**src/rtl/tpu_window_feeder.sv**
```systemverilog
// Turns a raster pixel stream into stride-1 KxK windows (valid padding) for the systolic array.
// Latency 1 from the generating pixel; a held window stalls pix_ready, and the final window of a frame blocks the next frame.
module tpu_window_feeder #(
  parameter int dataSize    = 8,
  parameter int kernelWidth = 3,
  parameter int imgWidth    = 8,
  parameter int imgHeight   = 8
) (
  input  logic                clk,
  input  logic                nrst,
  input  logic [dataSize-1:0] pix_in,
  input  logic                pix_valid,
  output logic                pix_ready,
  output logic [dataSize-1:0] window_out [0:kernelWidth*kernelWidth-1],
  output logic                window_valid,
  input  logic                window_ready,
  output logic                frame_done
);

  localparam int K    = kernelWidth;
  localparam int W    = imgWidth;
  localparam int H    = imgHeight;
  localparam int NPEY = K * K;
  localparam int NB   = K - 1;
  localparam int CW   = (W > 1) ? $clog2(W) : 1;
  localparam int RW   = (H > 1) ? $clog2(H) : 1;
  localparam int SW   = (NB > 1) ? $clog2(NB) : 1;

  typedef enum logic [1:0] {
    FILL   = 2'd0,
    ACTIVE = 2'd1,
    LAST   = 2'd2
  } state_e;

  state_e              state_q, state_d;
  logic [CW-1:0]       col_q, col_d;
  logic [RW-1:0]       row_q, row_d;
  logic [SW-1:0]       sel_q, sel_d;
  logic                window_valid_q, window_valid_d;
  logic [dataSize-1:0] window_out_q [0:NPEY-1];
  logic [dataSize-1:0] window_out_d [0:NPEY-1];
  logic [dataSize-1:0] win_q [0:K-1][0:K-1];
  logic [dataSize-1:0] win_d [0:K-1][0:K-1];

  // Line buffers are used round-robin: slot sel_q holds the oldest stored row,
  // which is read for the current window column and then overwritten in place.
  logic [dataSize-1:0] lb_q [0:NB-1][0:W-1];
  logic [dataSize-1:0] col_vals [0:K-1];
  logic [SW:0]         rd_idx [0:NB-1];

  logic pix_acc;
  logic win_acc;
  logic at_eol;
  logic at_eof;
  logic gen;

  assign pix_ready    = !window_valid_q || window_ready;
  assign pix_acc      = pix_valid && pix_ready;
  assign win_acc      = window_valid_q && window_ready;
  assign at_eol       = (col_q == CW'(W - 1));
  assign at_eof       = at_eol && (row_q == RW'(H - 1));
  assign gen          = pix_acc && (row_q >= RW'(K - 1)) && (col_q >= CW'(K - 1));
  assign window_valid = window_valid_q;
  assign window_out   = window_out_q;
  assign frame_done   = (state_q == LAST) && win_acc;

  // Vertical slice of the window at the current column, oldest row first.
  always_comb begin
    for (int j = 0; j < NB; j++) begin
      rd_idx[j] = {1'b0, sel_q} + (SW+1)'(j);
      if (rd_idx[j] >= (SW+1)'(NB)) begin
        rd_idx[j] = rd_idx[j] - (SW+1)'(NB);
      end
      col_vals[j] = lb_q[rd_idx[j][SW-1:0]][col_q];
    end
    col_vals[K-1] = pix_in;
  end

  always_comb begin
    win_d          = win_q;
    window_out_d   = window_out_q;
    window_valid_d = window_valid_q;
    if (pix_acc) begin
      for (int r = 0; r < K; r++) begin
        for (int c = 0; c < K - 1; c++) begin
          win_d[r][c] = win_q[r][c+1];
        end
        win_d[r][K-1] = col_vals[r];
      end
    end
    if (win_acc) begin
      window_valid_d = 1'b0;
    end
    if (gen) begin
      window_valid_d = 1'b1;
      for (int r = 0; r < K; r++) begin
        for (int c = 0; c < K; c++) begin
          window_out_d[r*K+c] = win_d[r][c];
        end
      end
    end
  end

  always_comb begin
    col_d   = col_q;
    row_d   = row_q;
    sel_d   = sel_q;
    state_d = state_q;
    if (pix_acc) begin
      if (at_eol) begin
        col_d = '0;
        if (at_eof) begin
          row_d = '0;
          sel_d = '0;
        end else begin
          row_d = row_q + 1'b1;
          sel_d = (sel_q == SW'(NB - 1)) ? '0 : sel_q + 1'b1;
        end
      end else begin
        col_d = col_q + 1'b1;
      end
    end
    case (state_q)
      FILL: begin
        if (pix_acc && at_eol && (row_q == RW'(K - 2))) begin
          state_d = ACTIVE;
        end
      end
      ACTIVE: begin
        if (pix_acc && at_eof) begin
          state_d = LAST;
        end
      end
      LAST: begin
        if (win_acc) begin
          state_d = FILL;
        end
      end
      default: state_d = FILL;
    endcase
  end

  always_ff @(posedge clk) begin
    if (!nrst) begin
      state_q        <= FILL;
      col_q          <= '0;
      row_q          <= '0;
      sel_q          <= '0;
      window_valid_q <= 1'b0;
      for (int k = 0; k < NPEY; k++) begin
        window_out_q[k] <= '0;
      end
    end else begin
      state_q        <= state_d;
      col_q          <= col_d;
      row_q          <= row_d;
      sel_q          <= sel_d;
      window_valid_q <= window_valid_d;
      window_out_q   <= window_out_d;
    end
  end

  // Pixel storage is always overwritten before it is read, so it carries no reset.
  always_ff @(posedge clk) begin
    win_q <= win_d;
    if (pix_acc) begin
      lb_q[sel_q][col_q] <= pix_in;
    end
  end

endmodule
```
**config.mk**
```make
export PLATFORM = sky130hd
export DESIGN_NAME = tpu_window_feeder
export DESIGN_NICKNAME = d
export VERILOG_FILES = /design/src/rtl/tpu_window_feeder.sv
export SDC_FILE = /design/constraint.sdc
export NUM_CORES = 1
export LEC_CHECK = 0
export ABC_AREA = 1
export CELL_PAD_IN_SITES_DETAIL_PLACEMENT = 0
export CELL_PAD_IN_SITES_GLOBAL_PLACEMENT = 1
export CORE_MARGIN = 2
export CORE_UTILIZATION = 30
export DETAILED_ROUTE_END_ITERATION = 8
export GPL_TIMING_DRIVEN = 0
export PLACE_DENSITY = 0.56
export SLEW_MARGIN = 20
export SYNTH_ARGS = -nofsm -noshare
export SYNTH_HDL_FRONTEND = slang
export SYNTH_SLANG_ARGS = --single-unit
```
**constraint.sdc**
```tcl
create_clock -name clk -period 4.35 [get_ports clk]
set_clock_uncertainty 0.15 [all_clocks]
set_input_delay 1.0875 -clock clk [delete_from_list [all_inputs] [get_ports clk]]
set_output_delay 1.0875 -clock clk [all_outputs]
set_load 0.005 [all_outputs]
```
cell_density.png
Drawn at 2 px/um. 20 x 20 tiles, from dark blue (low) to red (high), 0 to 100% covered.
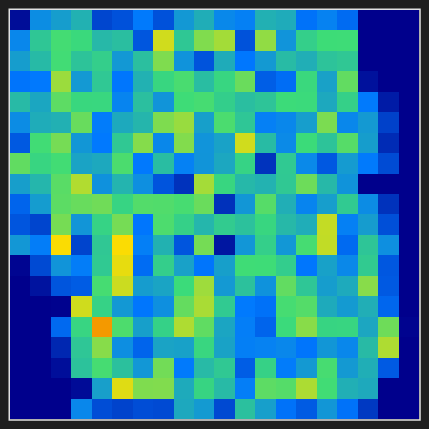
The mean over all tiles is 34%. 0.30% of the tiles are over 75% full. The fullest tile reaches 83%. 12% of the tiles are nearly empty.

placement.png
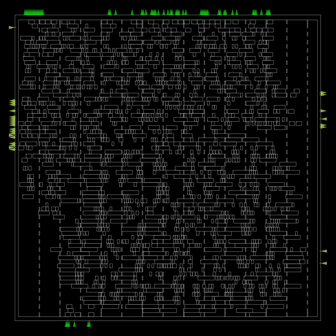
final core utilization: 0.373
# rows: 73
Filler cells: 4172

==> run_results.csv <==
group,metric,value,unit
power_and_ir_drop,p_comb,0.514,mW
final_timing,whs,0.302,ns
worst_setup_path,critPathBufInv,4,
worst_setup_path,regToRegStartpoint,"window_valid$_SDFFE_PN0P_",
clocking,clock-sinks,283,
cells_and_area,final-clk-cell-share,0.0781,
synthesis,yosys.area.top_type,"edfxtp_1",
final_timing,slew_violations,0,
global_route,grt_pass1_wl,65800,um
floorplanning,initCoreUtil,0.304,
synthesis,syn_avg_cell_area,8.13,um^2
final_timing,setup_viol,0,
floorplanning,fp.dieW,205,um
cells_and_area,final_layout_size_suffix_gt1_frac,0.0788,
worst_setup_path,slowest_delay,0.78,ns
final_timing,slew_headroom,0.293,
synthesis,ys_cells,1484,
worst_setup_path,crit_path_end_kind,"flip-flop",
min_path,hold-path-endpoint,"win_q[41]$_DFF_P_",
worst_setup_path,worstReg2RegEnd,"lb_q[1][46]$_DFFE_PP_",
clocking,cts_buffers,35,
synthesis,topCellsByArea,"edfxtp_1 32%, dfxtp_1 26%, nand2_1 17%",
floorplanning,n_tap_cell,525,
power_and_ir_drop,power.group.top,"registers",
worst_setup_path,cp-start-kind,"input pin",
worst_setup_path,cp_cell_sequence,"clkdlybuf4s50_1 > inv_1 > nand2_2 > nand2_2 > buf_2 > buf_2 > nor2_1 > nand2_1 > nor2_1",
clocking,cts_max_level,2,
cells_and_area,fin_nets,1629,
synthesis,ys.flops,283,
power_and_ir_drop,switchingPower,1.61,mW
power_and_ir_drop,power.internal,4.79,mW
place,routabilityCongestion,0.855,
clocking,holdBufCountCts,0,
cells_and_area,largest_cell_class,"registers",
power_and_ir_drop,swShare,0.252,
final_timing,final-hold-violation-count,0,
worst_setup_path,reg2regPathDepth,7,
final_timing,fmax,274,MHz
worst_setup_path,required,4.34,ns
power_and_ir_drop,peakVddDrop,0.000212,V
power_and_ir_drop,p_clk,2.93,mW
route,detail_route.wl_per_cell,20.7,um
global_route,grt_pass1_vias,9928,
power_and_ir_drop,power,6.40,mW
global_route,grt_overflow,0,
power_and_ir_drop,power_frac_comb,0.080,
cells_and_area,multiInputCombCellCount,957,
clocking,cts_setup_buffers,0,
synthesis,synth_area,12100,um^2
power_and_ir_drop,power_frac_clock,0.458,
cells_and_area,comb_share,0.281,
route,via_per_inst,4.76,
cells_and_area,diodes,0,
final_timing,layout_setup_ws,0.700,ns
cells_and_area,sh_seq_area,0.469,
min_path,hp-start,"win_q[41]$_DFF_P_",
route,drt-initial-drc-count,815,
cells_and_area,regArea,6950,um^2
synthesis,yosysTopAreaCellShare,0.318,
cells_and_area,logic_area,4160,um^2
synthesis,flop_cell,"dfxtp_1",
synthesis,edf_count,128,
global_route,grt_antenna_before_repair,0,
power_and_ir_drop,powerSeq,2.95,mW
power_and_ir_drop,p_leak,6.16,nW
synthesis,syn_inst,1484,
route,drc,0,
cells_and_area,seq_cells,283,
power_and_ir_drop,p_seq_frac,0.461,
global_route,track_usage,0.217,
synthesis,yosys.stat.seqShare,0.576,
final_timing,fin_crit_sh,0.839,
worst_setup_path,cp_num_cells,9,
clocking,worst_skew_pair.late_latency,0.54,ns
global_route,grt_max_degree,18,
final_timing,grt_setup_unrepaired,"false",
worst_setup_path,crit_fanout,10,
synthesis,post-synth-top-count-cell,"nand2_1",
place,dp_slack,0.111,ns
cells_and_area,inv_count,156,
worst_setup_path,cp-startpoint,"window_ready",
synthesis,async_flop_share,0,
clocking,clock_path_buffers,3,
run_status,status,"completed",
worst_setup_path,cp_slowest_cell,"nor2_1",
route,drt-pass1-iter-count,6,
worst_setup_path,cpLargestDelayFamily,"simple AND/OR/NAND/NOR gates",
synthesis,yosys.cell_types.count,23,
flow_run,warning_count,29,
final_timing,tightest_slew,1.06,ns
clocking,cts_resized,0,
worst_setup_path,endpoint,"lb_q[1][46]$_DFFE_PP_",
min_path,worstHoldPathCells,2,
clocking,path_clk_slew,0.06,ns
cells_and_area,layout.nonclk_buf_frac,0.0881,
worst_setup_path,worstSetupPathType,"input pin to flip-flop",
clocking,cts_tree,"yes",
cells_and_area,buffers,177,
synthesis,common_cells,"546 x nand2_1, 155 x dfxtp_1, 150 x inv_1",
flow_run,maxCapViolCount,0,
floorplanning,core,39700,um^2
worst_setup_path,arrival,3.64,ns
place,dpl.hpwl,31200,um
clocking,clockRootBuffer,"clkbuf_16",
cells_and_area,syn2layout_area_growth,22.7,%
floorplanning,chipHeight,205,um
synthesis,yosys_area,12100,um^2
synthesis,yosysWarnings,0,
worst_setup_path,r2r_slack,1.45,ns
floorplanning,dieArea,41900,um^2
route,antenna_left,0,
power_and_ir_drop,p_per_area,432,nW/um^2
min_path,hold_class,"flip-flop to flip-flop",
synthesis,syn-num-nets,1503,
final_timing,min_period,3.65,ns
cells_and_area,nClkBuffers,52,
layer_met1.png
Drawn at 3 px/um. Supply wires on this layer in grey.
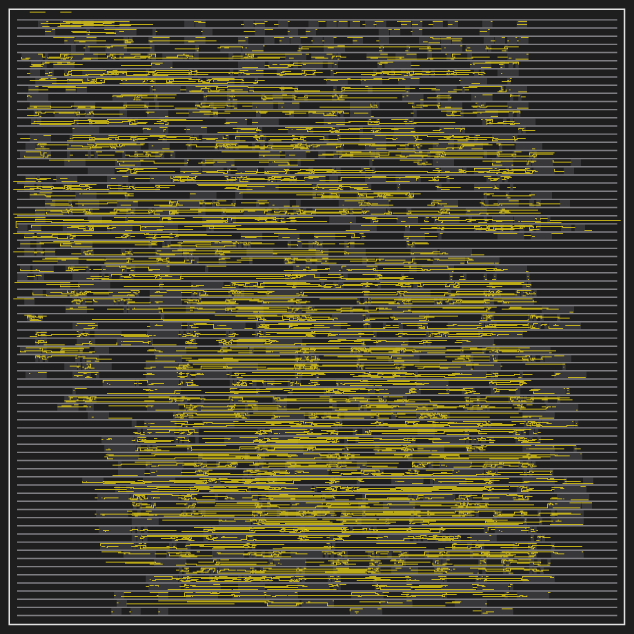
The longest straight run is 86.9 um. 1530 nets have wire on it.
met1 global-route usage: 0.313
final WL: 44800 um
via count: 10300

io_fan.png
Drawn at 2 px/um.
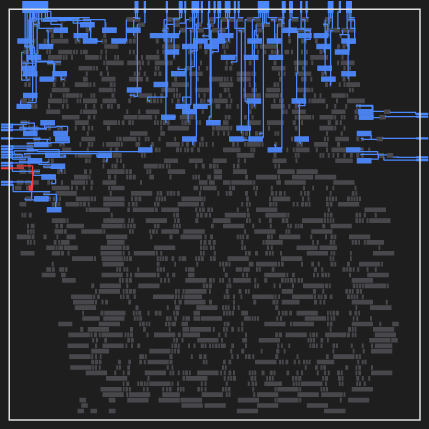
Key: blue = window_out [direction output, end cells 72, buffers 72, wire 2810 um]; red = pix_ready [direction output, end cells 1, buffers 1, wire 25.7 um]
IO Pins: 87
Port Buffers: 85

layer usage:
metal | wire length, um | share of wire | vias up | global-route usage
met3 | 2780 | 0.062 | 81 | 0.0345
met4 | 1430 | 0.032 | 0 | 0.0751
met1 | 21100 | 0.47 | 4859 | 0.313
met5 | 0 | 0 | - | 0
met2 | 19500 | 0.43 | 337 | 0.328
li1 | - | - | 5010 | -
cells by family after synthesis:
kind of cell / after synthesis / synth area share
flops: 283 / 0.576
buf+inv: 244 / 0.0837
fa+ha+maj: 7 / 0.00726
simple gates: 750 / 0.249
compound gates: 200 / 0.0848
layout by cell type, fill, tap and decap left out, types with 3 or more instances in the layout:
cell type / synthesis / routed
nand2_1: 546 / 546
dfxtp_1: 155 / 155
inv_1: 150 / 150
edfxtp_1: 128 / 128
nand3_1: 124 / 124
a21oi_1: 108 / 108
clkdlybuf4s50_1: 0 / 85
o21ai_0: 81 / 81
nor2_1: 64 / 64
buf_2: 45 / 45
clkbuf_1: 32 / 44
clkbuf_16: 0 / 37
buf_4: 10 / 14
nor3_2: 0 / 10
ha_1: 7 / 7
inv_2: 6 / 6
a211oi_1: 5 / 5
clkinv_1: 0 / 4
clkbuf_8: 0 / 3
clkinv_2: 0 / 3
through the flow:
stage / utilization / setup TNS [ns] / instance area [um^2] / instances
floorplan: - / 0 / 12100 / 1484
finish: 0.373 / 0 / 14800 / 2162
detailed placement: 0.344 / 0 / 13700 / 2098
global placement: 0.342 / -5.83 / 13600 / 2094
global route: 0.373 / 0 / 14800 / 2162
CTS: 0.373 / 0 / 14800 / 2162
flip-flops by register name, summed over array words and instances (netlist names), named ones only:
signal	cells
window_valid	1
sel_q	1
col_q	3
window_out	72
row_q	3
state_q	2
win_q	72
lb_q	128
Power figures rest on the tool's default switching activity, not on a simulated workload.
